### Wire density map

Drawn at 2 px/um. The die is cut into 29 by 29 equal tiles; dark purple is low, yellow is high, scaled to the fullest tile. Values are wire area over tile area, all layers added.
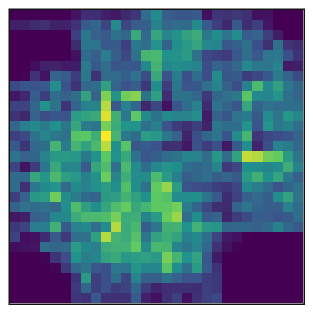
### Wiring by layer

Drawn at 2 px/um.
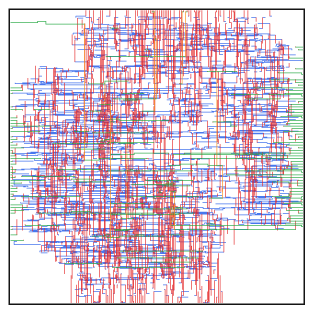
==> src/rtl/if_fetch_unit.sv <==
// Instruction-fetch stage: owns the PC and the IF/ID register, and drives a
// variable-latency request/ready instruction-memory handshake.
// Optional build macro IF_FETCH_PERF_EN adds fetch_cnt/drop_cnt counters.
module if_fetch_unit #(
  parameter logic [31:0] RESET_PC = 32'h0000_0000
) (
  input  logic        clk,
  input  logic        rst_n,
  input  logic        PC_Wr_en,
  input  logic        IF_ID_Wr_en,
  input  logic        IF_ID_flush,
  input  logic        Branch_hazard,
  input  logic [31:0] Branch_target,
  input  logic        Jump_en,
  input  logic [31:0] Jump_target,
  output logic        imem_req,
  output logic [31:0] imem_addr,
  input  logic        imem_ready,
  input  logic [31:0] imem_rdata,
  output logic [31:0] IF_ID_Instruction,
  output logic [31:0] IF_ID_PC_plus4,
  output logic        IF_ID_valid
`ifdef IF_FETCH_PERF_EN
  ,
  output logic [31:0] fetch_cnt,
  output logic [31:0] drop_cnt
`endif
);

  localparam int unsigned XLEN = 32;

  typedef enum logic [1:0] {
    S_START = 2'd0,
    S_WAIT  = 2'd1,
    S_HOLD  = 2'd2,
    S_DROP  = 2'd3
  } state_t;

  state_t            state_q, state_d;
  logic [XLEN-1:0]   pc_q, pc_d;
  logic [XLEN-1:0]   hold_q, hold_d;
  logic [XLEN-1:0]   stale_q, stale_d;
  logic [XLEN-1:0]   instr_d, pc4_d;
  logic              valid_d;

  logic              redirect;
  logic [XLEN-1:0]   target;
  logic              have;
  logic [XLEN-1:0]   word;
  logic              accept;
  logic              discard;
  logic [XLEN-1:0]   pc_plus4;

  // Handshake qualifiers; Branch_hazard outranks Jump_en.
  assign redirect = Branch_hazard | Jump_en;
  assign target   = Branch_hazard ? Branch_target : Jump_target;
  assign have     = ((state_q == S_WAIT) && imem_ready) || (state_q == S_HOLD);
  assign word     = (state_q == S_HOLD) ? hold_q : imem_rdata;
  assign accept   = have && IF_ID_Wr_en && PC_Wr_en && !redirect;
  assign discard  = (have && redirect) || ((state_q == S_DROP) && imem_ready);
  assign pc_plus4 = pc_q + XLEN'(4);

  // Memory request depends only on state and stored addresses, never on ready.
  assign imem_req  = (state_q == S_WAIT) || (state_q == S_DROP);
  assign imem_addr = (state_q == S_DROP) ? stale_q : pc_q;

  // Next-state, PC, hold-buffer and IF/ID next-value logic.
  always_comb begin
    state_d = state_q;
    pc_d    = pc_q;
    hold_d  = hold_q;
    stale_d = stale_q;
    instr_d = '0;
    pc4_d   = '0;
    valid_d = 1'b0;

    case (state_q)
      S_START: begin
        state_d = S_WAIT;
        if (redirect) pc_d = target;
      end
      S_WAIT: begin
        if (redirect) begin
          pc_d = target;
          if (!imem_ready) begin
            // Request cannot be withdrawn; remember its address and discard it.
            state_d = S_DROP;
            stale_d = pc_q;
          end
        end else if (accept) begin
          pc_d = pc_plus4;
        end else if (imem_ready) begin
          hold_d  = imem_rdata;
          state_d = S_HOLD;
        end
      end
      S_HOLD: begin
        if (redirect) begin
          pc_d    = target;
          state_d = S_WAIT;
        end else if (accept) begin
          pc_d    = pc_plus4;
          state_d = S_WAIT;
        end
      end
      S_DROP: begin
        if (redirect) pc_d = target;
        if (imem_ready) state_d = S_WAIT;
      end
      default: state_d = S_START;
    endcase

    if (IF_ID_flush) begin
      instr_d = '0;
      pc4_d   = '0;
      valid_d = 1'b0;
    end else if (!IF_ID_Wr_en) begin
      instr_d = IF_ID_Instruction;
      pc4_d   = IF_ID_PC_plus4;
      valid_d = IF_ID_valid;
    end else if (accept) begin
      instr_d = word;
      pc4_d   = pc_plus4;
      valid_d = 1'b1;
    end
  end

  // State, PC, buffers and IF/ID register with synchronous reset.
  always_ff @(posedge clk) begin
    if (!rst_n) begin
      state_q           <= S_START;
      pc_q              <= RESET_PC;
      hold_q            <= '0;
      stale_q           <= '0;
      IF_ID_Instruction <= '0;
      IF_ID_PC_plus4    <= '0;
      IF_ID_valid       <= 1'b0;
    end else begin
      state_q           <= state_d;
      pc_q              <= pc_d;
      hold_q            <= hold_d;
      stale_q           <= stale_d;
      IF_ID_Instruction <= instr_d;
      IF_ID_PC_plus4    <= pc4_d;
      IF_ID_valid       <= valid_d;
    end
  end

`ifdef IF_FETCH_PERF_EN
  // Wrapping counters of accepted and discarded instruction words.
  always_ff @(posedge clk) begin
    if (!rst_n) begin
      fetch_cnt <= '0;
      drop_cnt  <= '0;
    end else begin
      fetch_cnt <= fetch_cnt + XLEN'(accept);
      drop_cnt  <= drop_cnt + XLEN'(discard);
    end
  end
`else
  logic unused_discard;
  assign unused_discard = discard;
`endif

endmodule

==> config.mk <==
export PLATFORM = sky130hd
export DESIGN_NAME = if_fetch_unit
export DESIGN_NICKNAME = d
export VERILOG_FILES = /design/src/rtl/if_fetch_unit.sv
export SDC_FILE = /design/constraint.sdc
export NUM_CORES = 1
export LEC_CHECK = 0
export CAP_MARGIN = 0
export CORE_MARGIN = 2
export CORE_UTILIZATION = 40
export DETAILED_ROUTE_END_ITERATION = 10
export HOLD_SLACK_MARGIN = 0.05
export PLACE_DENSITY_LB_ADDON = 0.25
export SYNTH_ARGS = -nofsm -noshare
export SYNTH_HDL_FRONTEND = slang
export SYNTH_SLANG_ARGS = --single-unit
export TNS_END_PERCENT = 100
==> constraint.sdc <==
create_clock -name clk -period 2.7 [get_ports clk]
set_input_delay 0.405 -clock clk [delete_from_list [all_inputs] [get_ports clk]]
set_output_delay 0.405 -clock clk [all_outputs]
set_load 0.01 [all_outputs]
==> flow_metrics.env <==
# yosys + openroad results
export IMPL_cts_buffer_depth=2
export IMPL_ys_chip_area_sq_mm=0.00815
export IMPL_hold_ws_ps=451
export IMPL_viasPerCell=5.30
export IMPL_ys_warnings_count=0
export IMPL_ys_sh_xor=0.0269
export IMPL_cts_sinks=163
export IMPL_firstDrtPassIters=7
export IMPL_mux_share=0.0900
export IMPL_syn_area_sq_mm=0.00815
export IMPL_reg2reg_depth=8
export IMPL_synthAoiAreaFrac=0.219
export IMPL_grt_setup_unrepaired="no"
export IMPL_ys_ff=163
export IMPL_hold_path_class="reg -> reg"
export IMPL_initCoreUtil=0.405
export IMPL_crit_type="reg -> out"
export IMPL_antenna_found_initial=3
export IMPL_cp_required_ps=2300
export IMPL_nFillCells=1836
export IMPL_clock_latency_late_pin_ps=430
export IMPL_io_buffer_count=201
export IMPL_layout_min_cycle_time_ps=2630
export IMPL_synthTopLogicFamily="AND-OR/OR-AND gates"
export IMPL_power_leakage_nw=3.88
export IMPL_coreArea_sq_mm=0.0201
export IMPL_postRouteAntennaNets=0
export IMPL_rows=52
export IMPL_finalClockSkew_ps=8.00
export IMPL_dp_hpwl_mm=17.1
export IMPL_syn_area_per_cell_sq_um=8.22
export IMPL_fin_crit_sh=0.973
export IMPL_outcome="finished clean"
export IMPL_numCtsBuffers=17
export IMPL_slew_headroom=0.425
export IMPL_fp_nets=1100
-- 'Wire density map' (at the start) --
The mean over all tiles is 0.19. The fullest tile reaches 0.58. The emptiest ninth of the die: bottom right. 20% of the tiles are over half the peak.
Wirelength per Cell: 17.0 um
Via Count: 7644
gr usage total: 0.228

-- 'Wiring by layer' (at the start) --
met3: shown in green, wire length 2120 um. met1: shown in blue, wire length 11400 um. met2: shown in red, wire length 10600 um. met4: shown in orange, wire length 428 um.
overall routed net length: 24.6 mm

[synth_stat cells (all sizes together), types with 6 or more instances]
cell type,count
nor3,20
dfxtp,163
nor2b,15
nor2,63
o31ai,6
xnor2,18
a31oi,9
nand3,18
a21boi,65
a21oi,39
nand4,9
o221a,9
buf,29
nor4,7
mux2,58
mux2i,8
a22oi,48
inv,23
clkbuf,62
nand2,195
or3,6
o21a,6
xor2,7
o21ai,60
[cell usage in the layout, fill, tap and decap left out, types with 6 or more instances in the layout]
master and instances:
nand2_1 195, clkdlybuf4s50_1 199, xnor2_1 18, o21ai_0 42, o21ai_1 17, nand3_1 18, dfxtp_1 163, a22oi_1 48
or3_1 6, nand4_1 8, o221a_2 6, mux2_2 58, a31oi_1 9, o21a_1 6, a21boi_1 6, nor2b_1 15
mux2i_1 8, buf_4 32, o31ai_1 6, a21boi_0 59, clkbuf_16 17, inv_1 23, a21oi_1 38, nor3_1 13
nor2_1 62, xor2_1 7
[cell type report]
class,instances,share of cell area
antenna,3,0.000677
clock buffer,17,0.0383
clock inverter,15,0.0196
inverter,24,0.00812
multi-input combinational,714,0.399
sequential,163,0.294
tap,270,0.0305
timing repair buffer,237,0.209
[report_power, final]
| part | switching (W) | internal [W] | total, W |
|---|---|---|---|
| clock | 0.00106 | 0.00158 | 0.00264 |
| sequential | 0.0000922 | 0.00248 | 0.00257 |
| combinational | 0.000512 | 0.000534 | 0.00105 |
[sequential cells by signal, indices dropped and copies added (netlist names)]
signal / count
IF_ID_Instruction: 32
IF_ID_PC_plus4: 32
hold_q: 32
pc_q: 32
stale_q: 32
state_q: 2
IF_ID_valid: 1
[worst max-delay path, cell delays in order (launching register included)]
cell and delay, ps:
dfxtp_1 340, ha_1 230, buf_12 180, o21ai_0 380, clkdlybuf4s50_1 630
[logic make-up after synthesis]
kind of cell	count (synthesis)
flip-flops	163
AND-OR/OR-AND	264
buffers and inverters	115
adder cells (fa/ha/maj)	4
multiplexers	66
XOR/XNOR	25
AND/OR/NAND/NOR	355
[through the flow]
step                      worst slack, ps  total power, W  std cells  utilization  cell area, sq um
after CTS                            91.0         0.00631       1440        0.551             11100
after global routing                 13.4         0.00651       1440        0.551             11100
after global placement                300         0.00366       1408        0.519             10400
after detailed placement              248         0.00366       1408        0.519             10400
final                                74.1         0.00625       1443        0.552             11100
after floorplan                       721         0.00319        992            -              8150
[metal layers]
layer  GRT usage  routed length (um)  vias to the layer above
li1            -                   -                     3775
met3      0.0609                2120                       31
met2       0.337               10600                      253
met5           0                   0                        -
met1       0.327               11400                     3585
met4      0.0646                 428                        0
[how the worst min path moves through the flow]
stage	startpoint	to	slack [ps]	cells past startpoint
2_1_floorplan	hold_q[1]	hold_q[1]	430	2
3_3_place_gp	IF_ID_PC_plus4[17]	IF_ID_PC_plus4[17]	440	2
3_5_place_dp	IF_ID_PC_plus4[14]	IF_ID_PC_plus4[14]	440	2
4_1_cts	hold_q[6]	hold_q[6]	450	2
5_1_grt	hold_q[28]	hold_q[28]	470	2
6_report	hold_q[6]	hold_q[6]	450	2
Power figures rest on the tool's default switching activity, not on a simulated workload.
